==> run_1/wires.png <==
Scale: 3 px per um. Only two layers are drawn.
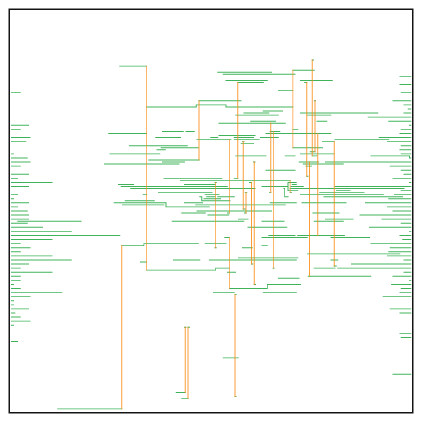
==> run_1/logic_types.png <==
Scale: 4 px per um.
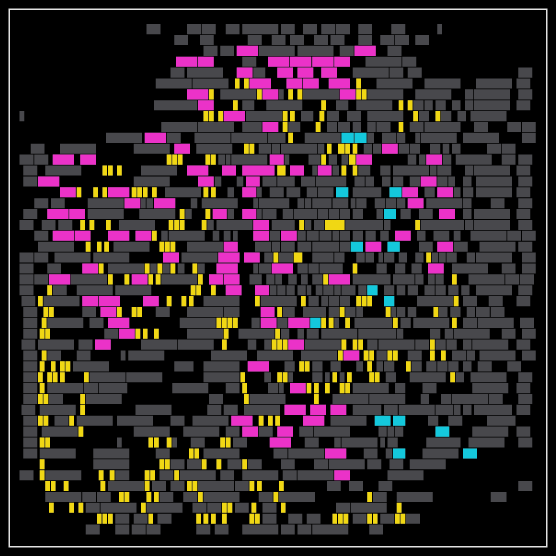
==> run_1/congestion.png <==
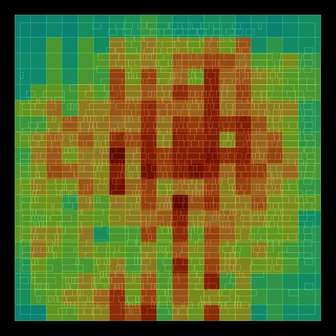
<file path="src/rtl/lsu_pkg.sv">
// Shared definitions for the load/store unit: access-size encodings,
// FSM state type, byte-lane constants and the alignment check helper.
package lsu_pkg;

    // Access size encodings carried on req_size
    localparam logic [1:0] SIZE_B   = 2'b00;
    localparam logic [1:0] SIZE_H   = 2'b01;
    localparam logic [1:0] SIZE_W   = 2'b10;
    localparam logic [1:0] SIZE_RSV = 2'b11;

    // Byte-lane helper constants (little-endian lanes inside a 32-bit word)
    localparam int          LANE_BITS      = 8;
    localparam int          LANE_COUNT     = 4;
    localparam logic [31:0] LANE_BYTE_MASK = 32'h0000_00FF;
    localparam logic [31:0] LANE_HALF_MASK = 32'h0000_FFFF;
    localparam logic [31:0] LANE_WORD_MASK = 32'hFFFF_FFFF;

    typedef enum logic [2:0] {
        ST_IDLE   = 3'd0,
        ST_LOAD   = 3'd1,
        ST_RMW_RD = 3'd2,
        ST_WRITE  = 3'd3,
        ST_RESP   = 3'd4
    } lsu_state_e;

    // True when the byte offset is not naturally aligned for the size;
    // the reserved size is always reported as misaligned.
    function automatic logic is_misaligned(input logic [1:0] size, input logic [1:0] offset);
        logic mis;
        case (size)
            SIZE_B:  mis = 1'b0;
            SIZE_H:  mis = offset[0];
            SIZE_W:  mis = (offset != 2'b00);
            default: mis = 1'b1;
        endcase
        return mis;
    endfunction

endpackage

</file>
<file path="src/rtl/load_store_unit_if.sv">
// Bus bundle around the load/store unit: the core request/response channel
// and the word-wide data-memory port. The slave view is the unit itself;
// the master view is its environment (core plus memory).
interface load_store_unit_if #(
    parameter int ADDR_WIDTH = 32
) ();
    logic                  req_valid;
    logic                  req_ready;
    logic                  req_write;
    logic [1:0]            req_size;
    logic                  req_unsigned;
    logic [ADDR_WIDTH-1:0] req_addr;
    logic [31:0]           req_wdata;
    logic                  resp_valid;
    logic [31:0]           resp_rdata;
    logic                  resp_error;
    logic                  mem_write_enable;
    logic [ADDR_WIDTH-1:0] mem_address;
    logic [31:0]           mem_write_data;
    logic [31:0]           mem_read_data;

    modport master (
        output req_valid, req_write, req_size, req_unsigned, req_addr, req_wdata,
        output mem_read_data,
        input  req_ready, resp_valid, resp_rdata, resp_error,
        input  mem_write_enable, mem_address, mem_write_data
    );

    modport slave (
        input  req_valid, req_write, req_size, req_unsigned, req_addr, req_wdata,
        input  mem_read_data,
        output req_ready, resp_valid, resp_rdata, resp_error,
        output mem_write_enable, mem_address, mem_write_data
    );
endinterface

</file>
<file path="src/rtl/lsu_lane_unit.sv">
// Combinational lane logic: extracts and sign/zero-extends sub-word loads
// and merges sub-word store data into the word read back from memory.
module lsu_lane_unit
    import lsu_pkg::*;
(
    input  logic [1:0]  size,
    input  logic        is_unsigned,
    input  logic [1:0]  offset,
    input  logic [31:0] rdata,
    input  logic [31:0] wdata,
    output logic [31:0] load_data,
    output logic [31:0] merge_data
);

    logic [4:0]  shift_s;
    logic [31:0] lane_mask_s;
    logic [31:0] rd_shift_s;
    logic [31:0] wd_shift_s;

    // Bit shift and lane mask of the addressed byte/half/word
    always_comb begin
        shift_s     = 5'd0;
        lane_mask_s = 32'h0000_0000;
        case (size)
            SIZE_B: begin
                shift_s     = {offset, 3'b000};
                lane_mask_s = LANE_BYTE_MASK << {offset, 3'b000};
            end
            SIZE_H: begin
                shift_s     = {offset[1], 4'b0000};
                lane_mask_s = LANE_HALF_MASK << {offset[1], 4'b0000};
            end
            SIZE_W: begin
                shift_s     = 5'd0;
                lane_mask_s = LANE_WORD_MASK;
            end
            default: begin
                shift_s     = 5'd0;
                lane_mask_s = 32'h0000_0000;
            end
        endcase
    end

    assign rd_shift_s = rdata >> shift_s;
    assign wd_shift_s = wdata << shift_s;

    // Load extraction with sign or zero extension
    always_comb begin
        load_data = 32'h0000_0000;
        case (size)
            SIZE_B: begin
                if (is_unsigned) begin
                    load_data = {24'h00_0000, rd_shift_s[7:0]};
                end else begin
                    load_data = {{24{rd_shift_s[7]}}, rd_shift_s[7:0]};
                end
            end
            SIZE_H: begin
                if (is_unsigned) begin
                    load_data = {16'h0000, rd_shift_s[15:0]};
                end else begin
                    load_data = {{16{rd_shift_s[15]}}, rd_shift_s[15:0]};
                end
            end
            SIZE_W:  load_data = rdata;
            default: load_data = 32'h0000_0000;
        endcase
    end

    // Store merge: new lanes from wdata, untouched lanes from memory
    always_comb begin
        merge_data = (rdata & ~lane_mask_s) | (wd_shift_s & lane_mask_s);
    end

endmodule

</file>
<file path="src/rtl/load_store_unit.sv">
// Load/store unit: one request in flight, drives a word-wide data memory
// with async read / sync write. Sub-word stores use read-modify-write.
// Every output is a flop so the memory and core see glitch-free signals.
module load_store_unit
    import lsu_pkg::*;
#(
    parameter int ADDR_WIDTH      = 32,
    parameter bit ERR_ON_MISALIGN = 1'b1
) (
    input logic              clk,
    input logic              rst_n,
    load_store_unit_if.slave bus
);

    lsu_state_e state_r;
    lsu_state_e state_nxt_s;

    logic [1:0]            size_r;
    logic                  unsigned_r;
    logic [1:0]            offset_r;
    logic [31:0]           wdata_r;

    logic                  accept_s;
    logic                  req_err_s;
    logic [ADDR_WIDTH-1:0] addr_aligned_s;
    logic [31:0]           load_data_s;
    logic [31:0]           merge_data_s;

    logic                  req_ready_r;
    logic                  resp_valid_r;
    logic [31:0]           resp_rdata_r;
    logic                  resp_error_r;
    logic                  mem_we_r;
    logic [ADDR_WIDTH-1:0] mem_address_r;
    logic [31:0]           mem_wdata_r;

    assign accept_s = (state_r == ST_IDLE) && bus.req_valid;

    // Error decision and address alignment for an incoming request
    always_comb begin
        addr_aligned_s = bus.req_addr;
        if (ERR_ON_MISALIGN) begin
            req_err_s = is_misaligned(bus.req_size, bus.req_addr[1:0]);
        end else begin
            req_err_s = (bus.req_size == SIZE_RSV);
            if (bus.req_size == SIZE_H) begin
                addr_aligned_s[0] = 1'b0;
            end else if (bus.req_size == SIZE_W) begin
                addr_aligned_s[1:0] = 2'b00;
            end else begin
                addr_aligned_s = bus.req_addr;
            end
        end
    end

    // FSM state register
    always_ff @(posedge clk or negedge rst_n) begin
        if (!rst_n) begin
            state_r <= ST_IDLE;
        end else begin
            state_r <= state_nxt_s;
        end
    end

    // FSM next-state logic
    always_comb begin
        state_nxt_s = state_r;
        case (state_r)
            ST_IDLE: begin
                if (!bus.req_valid) begin
                    state_nxt_s = ST_IDLE;
                end else if (req_err_s) begin
                    state_nxt_s = ST_RESP;
                end else if (!bus.req_write) begin
                    state_nxt_s = ST_LOAD;
                end else if (bus.req_size == SIZE_W) begin
                    state_nxt_s = ST_WRITE;
                end else begin
                    state_nxt_s = ST_RMW_RD;
                end
            end
            ST_LOAD:   state_nxt_s = ST_RESP;
            ST_RMW_RD: state_nxt_s = ST_WRITE;
            ST_WRITE:  state_nxt_s = ST_RESP;
            ST_RESP:   state_nxt_s = ST_IDLE;
            default:   state_nxt_s = ST_IDLE;
        endcase
    end

    lsu_lane_unit u_lane (
        .size        (size_r),
        .is_unsigned (unsigned_r),
        .offset      (offset_r),
        .rdata       (bus.mem_read_data),
        .wdata       (wdata_r),
        .load_data   (load_data_s),
        .merge_data  (merge_data_s)
    );

    // Request latch, registered outputs and memory-port flops
    always_ff @(posedge clk or negedge rst_n) begin
        if (!rst_n) begin
            size_r        <= 2'b00;
            unsigned_r    <= 1'b0;
            offset_r      <= 2'b00;
            wdata_r       <= 32'h0000_0000;
            req_ready_r   <= 1'b1;
            resp_valid_r  <= 1'b0;
            resp_rdata_r  <= 32'h0000_0000;
            resp_error_r  <= 1'b0;
            mem_we_r      <= 1'b0;
            mem_address_r <= '0;
            mem_wdata_r   <= 32'h0000_0000;
        end else begin
            req_ready_r  <= (state_nxt_s == ST_IDLE);
            resp_valid_r <= (state_nxt_s == ST_RESP);
            mem_we_r     <= (state_nxt_s == ST_WRITE);
            resp_error_r <= accept_s && req_err_s;
            if (state_r == ST_LOAD) begin
                resp_rdata_r <= load_data_s;
            end else begin
                resp_rdata_r <= 32'h0000_0000;
            end
            if (accept_s) begin
                size_r        <= bus.req_size;
                unsigned_r    <= bus.req_unsigned;
                offset_r      <= addr_aligned_s[1:0];
                wdata_r       <= bus.req_wdata;
                mem_address_r <= {2'b00, addr_aligned_s[ADDR_WIDTH-1:2]};
                if (bus.req_write && (bus.req_size == SIZE_W) && !req_err_s) begin
                    mem_wdata_r <= bus.req_wdata;
                end else begin
                    mem_wdata_r <= mem_wdata_r;
                end
            end else if (state_r == ST_RMW_RD) begin
                mem_wdata_r <= merge_data_s;
            end else begin
                mem_wdata_r <= mem_wdata_r;
            end
        end
    end

    assign bus.req_ready        = req_ready_r;
    assign bus.resp_valid       = resp_valid_r;
    assign bus.resp_rdata       = resp_rdata_r;
    assign bus.resp_error       = resp_error_r;
    assign bus.mem_write_enable = mem_we_r;
    assign bus.mem_address      = mem_address_r;
    assign bus.mem_write_data   = mem_wdata_r;

endmodule

</file>
<file path="src/flat_wrapper.sv">
// flat-port wrapper written by rule: the top's interface ports become plain ports
module load_store_unit_flat import lsu_pkg::*;
#(
    parameter int ADDR_WIDTH      = 32,
    parameter bit ERR_ON_MISALIGN = 1'b1
)
  (clk, rst_n, bus_req_valid, bus_req_write, bus_req_size, bus_req_unsigned, bus_req_addr, bus_req_wdata, bus_mem_read_data, bus_req_ready, bus_resp_valid, bus_resp_rdata, bus_resp_error, bus_mem_write_enable, bus_mem_address, bus_mem_write_data);
  load_store_unit_if #(.ADDR_WIDTH(ADDR_WIDTH)) bus_i ();
  input logic clk;
  input logic rst_n;
  input wire logic [$bits(bus_i.req_valid)-1:0] bus_req_valid;
  input wire logic [$bits(bus_i.req_write)-1:0] bus_req_write;
  input wire logic [$bits(bus_i.req_size)-1:0] bus_req_size;
  input wire logic [$bits(bus_i.req_unsigned)-1:0] bus_req_unsigned;
  input wire logic [$bits(bus_i.req_addr)-1:0] bus_req_addr;
  input wire logic [$bits(bus_i.req_wdata)-1:0] bus_req_wdata;
  input wire logic [$bits(bus_i.mem_read_data)-1:0] bus_mem_read_data;
  output wire logic [$bits(bus_i.req_ready)-1:0] bus_req_ready;
  output wire logic [$bits(bus_i.resp_valid)-1:0] bus_resp_valid;
  output wire logic [$bits(bus_i.resp_rdata)-1:0] bus_resp_rdata;
  output wire logic [$bits(bus_i.resp_error)-1:0] bus_resp_error;
  output wire logic [$bits(bus_i.mem_write_enable)-1:0] bus_mem_write_enable;
  output wire logic [$bits(bus_i.mem_address)-1:0] bus_mem_address;
  output wire logic [$bits(bus_i.mem_write_data)-1:0] bus_mem_write_data;
  assign bus_i.req_valid = bus_req_valid;
  assign bus_i.req_write = bus_req_write;
  assign bus_i.req_size = bus_req_size;
  assign bus_i.req_unsigned = bus_req_unsigned;
  assign bus_i.req_addr = bus_req_addr;
  assign bus_i.req_wdata = bus_req_wdata;
  assign bus_i.mem_read_data = bus_mem_read_data;
  assign bus_req_ready = bus_i.req_ready;
  assign bus_resp_valid = bus_i.resp_valid;
  assign bus_resp_rdata = bus_i.resp_rdata;
  assign bus_resp_error = bus_i.resp_error;
  assign bus_mem_write_enable = bus_i.mem_write_enable;
  assign bus_mem_address = bus_i.mem_address;
  assign bus_mem_write_data = bus_i.mem_write_data;
  load_store_unit #(.ADDR_WIDTH(ADDR_WIDTH), .ERR_ON_MISALIGN(ERR_ON_MISALIGN)) u_core (.clk(clk), .rst_n(rst_n), .bus(bus_i));
endmodule
</file>
<file path="config.mk">
export PLATFORM = sky130hd
export DESIGN_NAME = load_store_unit_flat
export DESIGN_NICKNAME = d
export VERILOG_FILES = /design/src/rtl/lsu_pkg.sv /design/src/rtl/load_store_unit_if.sv /design/src/rtl/lsu_lane_unit.sv /design/src/rtl/load_store_unit.sv /design/src/flat_wrapper.sv
export SDC_FILE = /design/constraint.sdc
export NUM_CORES = 1
export LEC_CHECK = 0
export CORE_MARGIN = 2
export CORE_UTILIZATION = 44
export DETAILED_ROUTE_END_ITERATION = 7
export PLACE_DENSITY = 0.78
export SETUP_SLACK_MARGIN = 0.4
export SLEW_MARGIN = 20
export SYNTH_ARGS = -nofsm -noshare
export SYNTH_HDL_FRONTEND = slang
export SYNTH_HIERARCHICAL = 1
export SYNTH_SLANG_ARGS = --single-unit
export TNS_END_PERCENT = 50
</file>
<file path="constraint.sdc">
create_clock -name clk -period 2.4 [get_ports clk]
set_input_delay 0.24 -clock clk [delete_from_list [all_inputs] [get_ports clk]]
set_output_delay 0.24 -clock clk [all_outputs]
set_load 0.02 [all_outputs]
</file>
==> run_results.csv, run 1 <==
group,metric,value,unit
floorplanning,site_rows,47,
routing,postRouteAntennaNets,0,
worst_setup_path,cp.buffers_inverters,3,
timing,setup_viol,0,
yosys,synth-seq-cells,138,
worst_setup_path,timing.critical_path.cells,"inv_2 -> buf_4 -> a21oi_1 -> buf_4 -> o21ai_1 -> o21ai_0 -> mux2_2 -> mux2_2",
routing,drt-vias-per-instance,5.50,
floorplanning,die_w,134,um
floorplanning,io_pins,203,
layout,num-nets-final,1077,
run_status,status,"finished clean",
place,dpl_cell_area,0.00964,sq mm
yosys,post_synth_num_cell_types,47,
routing,first_pass_iters,6,
worst_setup_path,worst_path_max_delay_cell,"dfrtp_2",
clocking,cts.reportedPaths.clkPinSlew,0.06,ns
power_and_ir_drop,leakage,4.69,nW
clocking,tritoncts,"done",
global_routing,grt_pass1_vias,6408,
timing,timing_max_transition_violations_final,0,
clocking,clock-root-buffer,"clkbuf_16",
worst_setup_path,timing.critical_path.from_type,"register",
yosys,synth_area_per_cell,9.67,sq um
yosys,synthMostInstantiatedCell,"nand2_1",
routing,dr.first_iter.drc_count,681,
-- wires.png (at the start) --
Key: orange = metal 4 [wire length 707 um]; green = metal 3 [wire length 2170 um]
total detailed-routing wirelength: 22.6 mm
routed vias: 6643
wire per inst: 18.7 um
Total Routing Usage GR: 0.249

-- logic_types.png (at the start) --
Key: cyan = non-inverting ao/oa cells [cells 15, most used a22o_1]; magenta = mux cells [cells 101, most used mux2_2]; yellow = nand cells [cells 249, most used nand2_1]
non-filler instance count after layout: 1207
logic gate fraction of the total cell area: 0.359
leading cell type in the layout, fill and taps excluded: nand2_1

-- congestion.png (at the start) --
GR met2 Demand/Resource: 0.379
met3 usage in global routing: 0.0669
most used routing layer in global routing: met2
Post-Route Utilization: 0.637
met1 track demand over resource in global routing: 0.338

-- run 1: path summary, 6_finish.rpt --
kind                                                        startpoint                                  endpoint  slack (ns)  cells past startpoint
worst min register to register  u_core/bus.mem_address[20]$_DFFE_PN0P_    u_core/bus.mem_address[20]$_DFFE_PN0P_        0.47                      2
worst min-delay path                                             rst_n    u_core/bus.mem_address[11]$_DFFE_PN0P_        0.34                      2
max in group asynchronous                                        rst_n            u_core/bus.req_ready$_DFF_PN1_        1.43                      3
min in group clk                                      bus_req_addr[27]    u_core/bus.mem_address[25]$_DFFE_PN0P_        0.34                      3
worst max-delay path                    u_core/offset_r[1]$_DFFE_PN0P_  u_core/bus.mem_write_data[0]$_DFFE_PN0P_        0.31                      8
worst max register to register          u_core/offset_r[1]$_DFFE_PN0P_  u_core/bus.mem_write_data[0]$_DFFE_PN0P_        0.31                      8
-- run 1: state kept, by name, summed over array words and instances, names as in the netlist --
| signal | cells |
|---|---|
| u_core/bus.mem_address | 30 |
| u_core/bus.mem_write_data | 32 |
| u_core/bus.mem_write_enable | 1 |
| u_core/bus.req_ready | 1 |
| u_core/bus.resp_error | 1 |
| u_core/bus.resp_rdata | 32 |
| u_core/bus.resp_valid | 1 |
| u_core/offset_r | 2 |
| u_core/size_r | 2 |
| u_core/state_r | 3 |
| u_core/unsigned_r | 1 |
| u_core/wdata_r | 32 |
-- run 1: per-layer routing --
metal / wire length, um / share of wire / up-vias
met5: 0 / 0 / -
met4: 706 / 0.031 / 0
met3: 2170 / 0.096 / 57
met2: 10400 / 0.46 / 359
met1: 9370 / 0.41 / 3189
li1: - / - / 3038
-- run 1: cell usage in the layout (no fill, tap or decap), types with 12 or more instances in the layout --
| cell type | n |
|---|---|
| mux2_2 | 55 |
| o211ai_1 | 17 |
| o21ai_0 | 15 |
| dfrtp_1 | 133 |
| mux2i_1 | 12 |
| nand2_1 | 244 |
| a21oi_1 | 13 |
| clkdlybuf4s50_1 | 199 |
| buf_4 | 31 |
| o21ai_1 | 16 |
| mux2_4 | 33 |
| clkbuf_16 | 18 |
| a22oi_1 | 17 |
| and2_1 | 32 |
| nor2_1 | 15 |
-- run 1: area by class of cell --
type                       count  area (sq um)
clock buffer                  24           472
tap                          220           275
inverter                       4          15.0
timing repair buffer         244          2430
clock inverter                 8          95.1
fill                        1341          6000
sequential                   138          3460
multi-input combinational    569          3780
-- run 1: power by group --
| part | internal, mW | switching, mW | total, mW |
|---|---|---|---|
| clock | 1.58 | 0.972 | 2.55 |
| sequential | 3.34 | 0.795 | 4.13 |
| combinational | 4.44 | 4.70 | 9.15 |
| total | 9.36 | 6.47 | 15.8 |
-- run 1: through the flow --
stage | setup slack, ns | hold slack (ns) | cells | util
after global routing | 0.234 | 0.341 | 1207 | 0.637
after global placement | 0.199 | 0.214 | 1157 | 0.583
final | 0.309 | 0.338 | 1207 | 0.637
after CTS | 0.359 | 0.328 | 1203 | 0.634
after floorplan | 0.326 | -0.0556 | 770 | -
after detailed placement | 0.178 | 0.215 | 1157 | 0.583
-- run 1: timing repair --
item                                   CTS  global route
hold buffers                             1             0
setup endpoints to repair               57            57
endpoints found under the hold margin   45             0
pin swaps                                6             3
cloned                                   2             1
setup buffers                           11             3
resized                                 41            10
==> run 2, diff against run 1 <==
==> constraint.sdc (replaced) <==
create_clock -name clk -period 2.4 [get_ports clk]
set_input_delay 0.48 -clock clk [delete_from_list [all_inputs] [get_ports clk]]
set_output_delay 0.48 -clock clk [all_outputs]
set_load 0.02 [all_outputs]
==> run 2 against run 1 <==
Sequential power fell by 1%. Via count rose by 0.75%. Cell count rose by 1.1%. Critical endpoint is now u_core/bus.mem_write_data[26]$_DFFE_PN0P_.
==> run_results.csv, run 2 <==
group,metric,value,unit
place,dpl_cell_area,0.00972,sq mm
routing,drt-vias-per-instance,5.49,
floorplanning,site_rows,47,
routing,dr.first_iter.drc_count,601,
yosys,synth-seq-cells,138,
yosys,synthMostInstantiatedCell,"nand2_1",
floorplanning,die_w,134,um
layout,num-nets-final,1090,
run_status,status,"finished clean",
timing,setup_viol,0,
timing,finalHoldWorstSlack,0.00553,ns
layout,ff_latch_area,0.00346,sq mm
layout,final-instance-count-excl-fill,1220,
yosys,post_synth_num_cell_types,47,
clocking,cts.reportedPaths.clkPinSlew,0.06,ns
place,place.detailed.instances,1165,
global_routing,grt_use_total,0.246,
routing,first_pass_iters,6,
clocking,tritoncts,"done",
layout,final_common_cell,"nand2_1",
floorplanning,io_pins,203,
run 2: cell type report:
class | instances | area share
Clock inverter | 11 | 0.00899
Inverter | 4 | 0.00187
Clock buffer | 21 | 0.0439
Timing Repair Buffer | 257 | 0.247
Multi-Input combinational cell | 569 | 0.350
Sequential cell | 138 | 0.323
Tap cell | 220 | 0.0257
run 2: path summary, 6_finish.rpt:
kind,slack (ns),start,cells past startpoint,end
hold / removal,0.006,rst_n,1,u_core/bus.resp_error$_DFF_PN0_
hold reg to reg,0.47,u_core/bus.mem_address[11]$_DFFE_PN0P_,2,u_core/bus.mem_address[11]$_DFFE_PN0P_
max in group asynchronous,1.77,rst_n,2,u_core/wdata_r[5]$_DFFE_PN0P_
min in group clk,0.47,u_core/bus.mem_address[11]$_DFFE_PN0P_,2,u_core/bus.mem_address[11]$_DFFE_PN0P_
setup / recovery,0.22,u_core/offset_r[0]$_DFFE_PN0P_,8,u_core/bus.mem_write_data[26]$_DFFE_PN0P_
setup reg to reg,0.22,u_core/offset_r[0]$_DFFE_PN0P_,8,u_core/bus.mem_write_data[26]$_DFFE_PN0P_
run 2: cell families (layout without fill, tap and decap cells):
family | after synthesis | count (layout)
simple gates | 328 | 329
flops | 138 | 138
compound gates | 137 | 137
mux | 101 | 101
buf+inv | 64 | 293
other cells | 1 | 2
run 2: timing repair:
item / 4_1_cts / 5_1_grt
setup endpoints to repair: 58 / 59
resized: 29 / 15
cloned: 2 / 4
hold endpoints to repair: 0 / 0
setup buffers: 9 / 8
pin swaps: 3 / 20
run 2: power breakdown:
part           total [mW]  internal [mW]  switching, mW
Clock                2.49           1.50          0.988
Combinational        9.48           4.73           4.74
Sequential           4.09           3.34          0.749
run 2: critical path: stages (launching register included):
cell and delay, ns:
dfrtp_2 0.43, buf_4 0.15, nor2b_4 0.15, buf_4 0.16, or3_1 0.32, a21oi_2 0.23
o31ai_1 0.10, mux2_2 0.27, mux2_4 0.25
run 2: routing by layer:
layer / vias up / part of all wire
li1: 3065 / -
met2: 362 / 0.45
met5: - / 0
met1: 3201 / 0.42
met4: 0 / 0.039
met3: 65 / 0.085
run 2: per-stage QoR:
| stage | setup slack [ns] | utilization |
|---|---|---|
| detailed placement | -0.0229 | 0.588 |
| CTS | 0.370 | 0.635 |
| floorplan | 0.326 | - |
| global route | 0.182 | 0.648 |
| global placement | 0.0191 | 0.588 |
| finish | 0.223 | 0.648 |
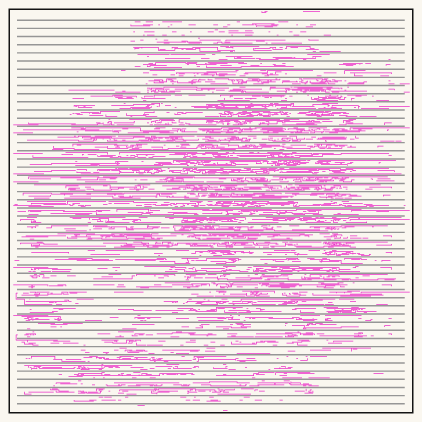
(run_2/layer_met1.png)
Scale: 3 px per um. Supply wires on this layer in gray.
The longest straight run is 41.4 um. The layer carries 9530 um of wire. The wires run mostly horizontal.
met1 track demand over resource in global routing: 0.332
routed vias: 6693

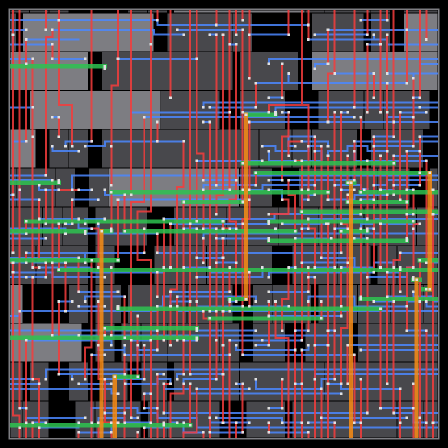
(run_2/detail.png)
Window x 52 to 82, y 79 to 109 um. Cells in gray, sequential cells in the stronger gray; small squares are vias.
Key: orange = metal 4; green = metal 3; blue = metal 1; red = metal 2
Sequential cells in the window: 6. Netlist names of flops here include u_core/wdata_r (6). 85 logic cells have their middle in the window. Most frequent: nand2_1 (15).

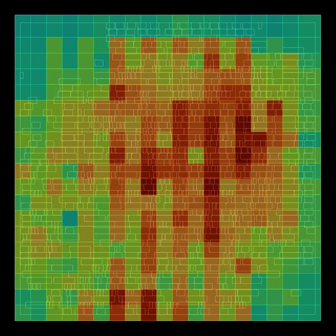
(run_2/congestion.png)
met3 usage in global routing: 0.0574
wire per inst: 18.4 um
Post-Route Utilization: 0.648
GR met2 Demand/Resource: 0.375

==> run_2/logic_types.png <==
Scale: 4 px per um.
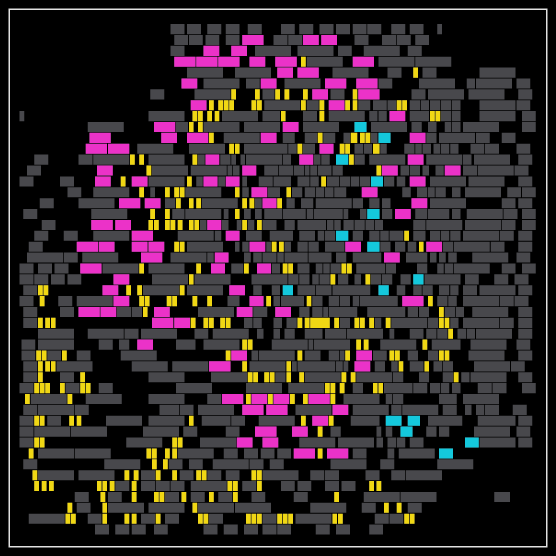

==> run 3, diff against run 2 <==
CORE_ASPECT_RATIO = 1.25   (was default)
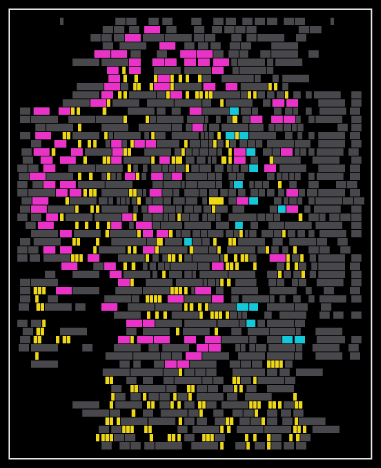
(run_3/logic_types.png)
Scale: 3 px per um.
Key: magenta = mux cells [cells 101, most used mux2_2]; cyan = non-inverting ao/oa cells [cells 15, most used a22o_1]; yellow = nand cells [cells 249, most used nand2_1]
non-filler instance count after layout: 1219
logic gate fraction of the total cell area: 0.350

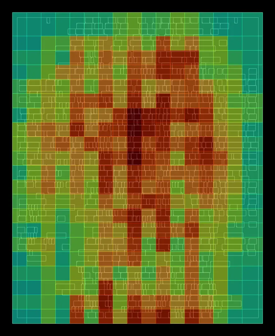
(run_3/congestion.png)
wire per inst: 19.0 um
met1 track demand over resource in global routing: 0.319
GR met2 Demand/Resource: 0.406
Post-Route Utilization: 0.645

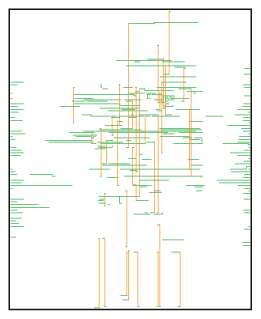
(run_3/wires.png)
Scale: 2 px per um. Only two layers are drawn.
Key: green = metal 3 [wire length 1680 um]; orange = metal 4 [wire length 931 um]
total detailed-routing wirelength: 23.1 mm
Total Routing Usage GR: 0.249
routed vias: 6739

==> run 3 against run 2 <==
Fmax up 3.3%. Non-clock buffer count decreased by 1. Sequential share of layout area down 0.21 points. Cell count about the same. Final area is 0.65% higher. Setup slack gained 0.070 ns. Core utilization shrank 0.30 points. Area after synthesis did not move. Clock skew about the same. Flip-flop count unchanged. Critical path depth is the same.
==> run_results.csv, run 3 <==
group,metric,value,unit
worst_setup_path,crit_family,"AND-OR/OR-AND gates",
routing,drt-vias-per-instance,5.53,
layout,most-common-layout-cells,"nand2_1, clkdlybuf4s50_1, dfrtp_1, mux2_2, buf_4",
floorplanning,io_pins,203,
routing,dr.first_iter.drc_count,742,
layout,final_common_cell,"nand2_1",
worst_setup_path,timing.critical_path.to,"u_core/bus.mem_write_data[0]$_DFFE_PN0P_",
floorplanning,die_w,120,um
yosys,synthMostInstantiatedCell,"nand2_1",
floorplanning,site_rows,53,
layout,num-nets-final,1090,
clocking,holdBufCountCts,0,
worst_setup_path,register_to_register_setup_slack,0.29,ns
clocking,cts.reportedPaths.clkPinSlew,0.06,ns
worst_setup_path,timing.rr.end,"u_core/bus.mem_write_data[0]$_DFFE_PN0P_",
timing,finalHoldWorstSlack,0.0566,ns
worst_setup_path,timing.critical_path.from_type,"register",
routing,postRouteAntennaNets,0,
routing,drc_errors,0,
power_and_ir_drop,power.combinational.fraction,0.576,
layout,layout-drive-gt1-share,0.218,
timing,fin_ws,0.292,ns
power_and_ir_drop,clock_power_share,0.177,
timing,timing_max_transition_violations_final,0,
global_routing,global_route.usage.met3,0.0501,
place,hpwlAfterDp,15.4,mm
worst_setup_path,cp-startpoint,"u_core/offset_r[0]$_DFFE_PN0P_",
power_and_ir_drop,total_switching_power,6.61,mW
routing,first_pass_iters,5,
global_routing,gr-max-usage-layer,"met2",
worst_setup_path,timing.critical_path.cells,"buf_8 -> nand2b_4 -> buf_4 -> a21oi_4 -> o21ai_1 -> o21ai_0 -> mux2_2 -> mux2_2",
power_and_ir_drop,internal,9.99,mW
worst_setup_path,slowest_delay,0.44,ns
yosys,post_synth_num_cell_types,47,
worst_setup_path,cpMostUsedCell,"mux2_2",
timing,setup_viol,0,
worst_setup_path,number_of_cell_instances_on_the_worst_register_to_register_path,8,
run_status,status,"finished clean",
yosys,synth-seq-cells,138,
place,pre_cts_slack,-0.0456,ns
worst_setup_path,reg2reg_from,"u_core/offset_r[0]$_DFFE_PN0P_",
yosys,synth_area_per_cell,9.67,sq um
-- run 3: cell counts after synthesis --
No cell type changed its count.
-- run 3: per-stage QoR --
step	total power [mW]	util	TNS (ns)	area, sq um
floorplan	9.79	-	0	7490
global placement	12.3	0.579	0	9670
detailed placement	12.5	0.579	-0.792	9670
CTS	16.0	0.631	0	10500
global route	17.5	0.645	0	10800
finish	16.6	0.645	0	10800
-- run 3: kinds of logic after synthesis --
family	share of synthesized area
buffers and inverters	0.0535
flip-flops	0.465
multiplexers	0.165
other	0.000504
AND/OR/NAND/NOR	0.194
AND-OR/OR-AND	0.122
-- run 3: repair_timing --
action / in CTS / in global routing
buffers inserted: 10 / 11
gates cloned: 2 / 4
endpoints found under the setup margin: 57 / 58
pin swaps: 5 / 14
resized: 25 / 37
-- run 3: layer usage --
layer | up-vias | part of all wire
met3 | 75 | 0.073
met4 | 0 | 0.040
met1 | 3224 | 0.40
li1 | 3071 | -
met5 | - | 0
met2 | 369 | 0.48
-- run 3: cell type report --
class                      instances  area (sq um)
timing repair buffer             256          2600
multi-input combinational        570          3770
fill                            1326          5930
tap                              220           275
clock inverter                    11           193
sequential                       138          3460
clock buffer                      20           467
inverter                           4          17.5
-- run 3: worst reg2reg max path, stage by stage (launching register included) --
cell	delay, ns
dfrtp_2	0.44
buf_8	0.15
nand2b_4	0.12
buf_4	0.14
a21oi_4	0.11
o21ai_1	0.29
o21ai_0	0.20
mux2_2	0.29
mux2_2	0.26
-- run 3: worst min-delay path by stage --
| stage | endpoint | start | cells after the start | slack [ns] |
|---|---|---|---|---|
| 6_report | u_core/bus.resp_rdata[16]$_DFF_PN0_ | rst_n | 1 | 0.06 |
| 5_1_grt | u_core/bus.resp_rdata[3]$_DFF_PN0_ | rst_n | 1 | 0.10 |
| 4_1_cts | u_core/bus.resp_rdata[3]$_DFF_PN0_ | rst_n | 1 | 0.09 |
| 3_5_place_dp | u_core/bus.mem_address[16]$_DFFE_PN0P_ | u_core/bus.mem_address[16]$_DFFE_PN0P_ | 2 | 0.46 |
| 3_3_place_gp | u_core/bus.mem_address[20]$_DFFE_PN0P_ | u_core/bus.mem_address[20]$_DFFE_PN0P_ | 2 | 0.46 |
| 2_1_floorplan | u_core/bus.mem_address[0]$_DFFE_PN0P_ | rst_n | 0 | 0.18 |
-- run 3: power groups by stage --
stage	Sequential (mW)	Combinational, mW	Clock (mW)
3_5_place_dp	4.06	8.43	0
3_3_place_gp	4.06	8.24	0
2_1_floorplan	4.68	5.11	0
6_report	4.11	9.56	2.93
4_1_cts	4.07	8.95	2.97
5_1_grt	4.21	10.2	3.07
Power and IR drop assume default switching activity.
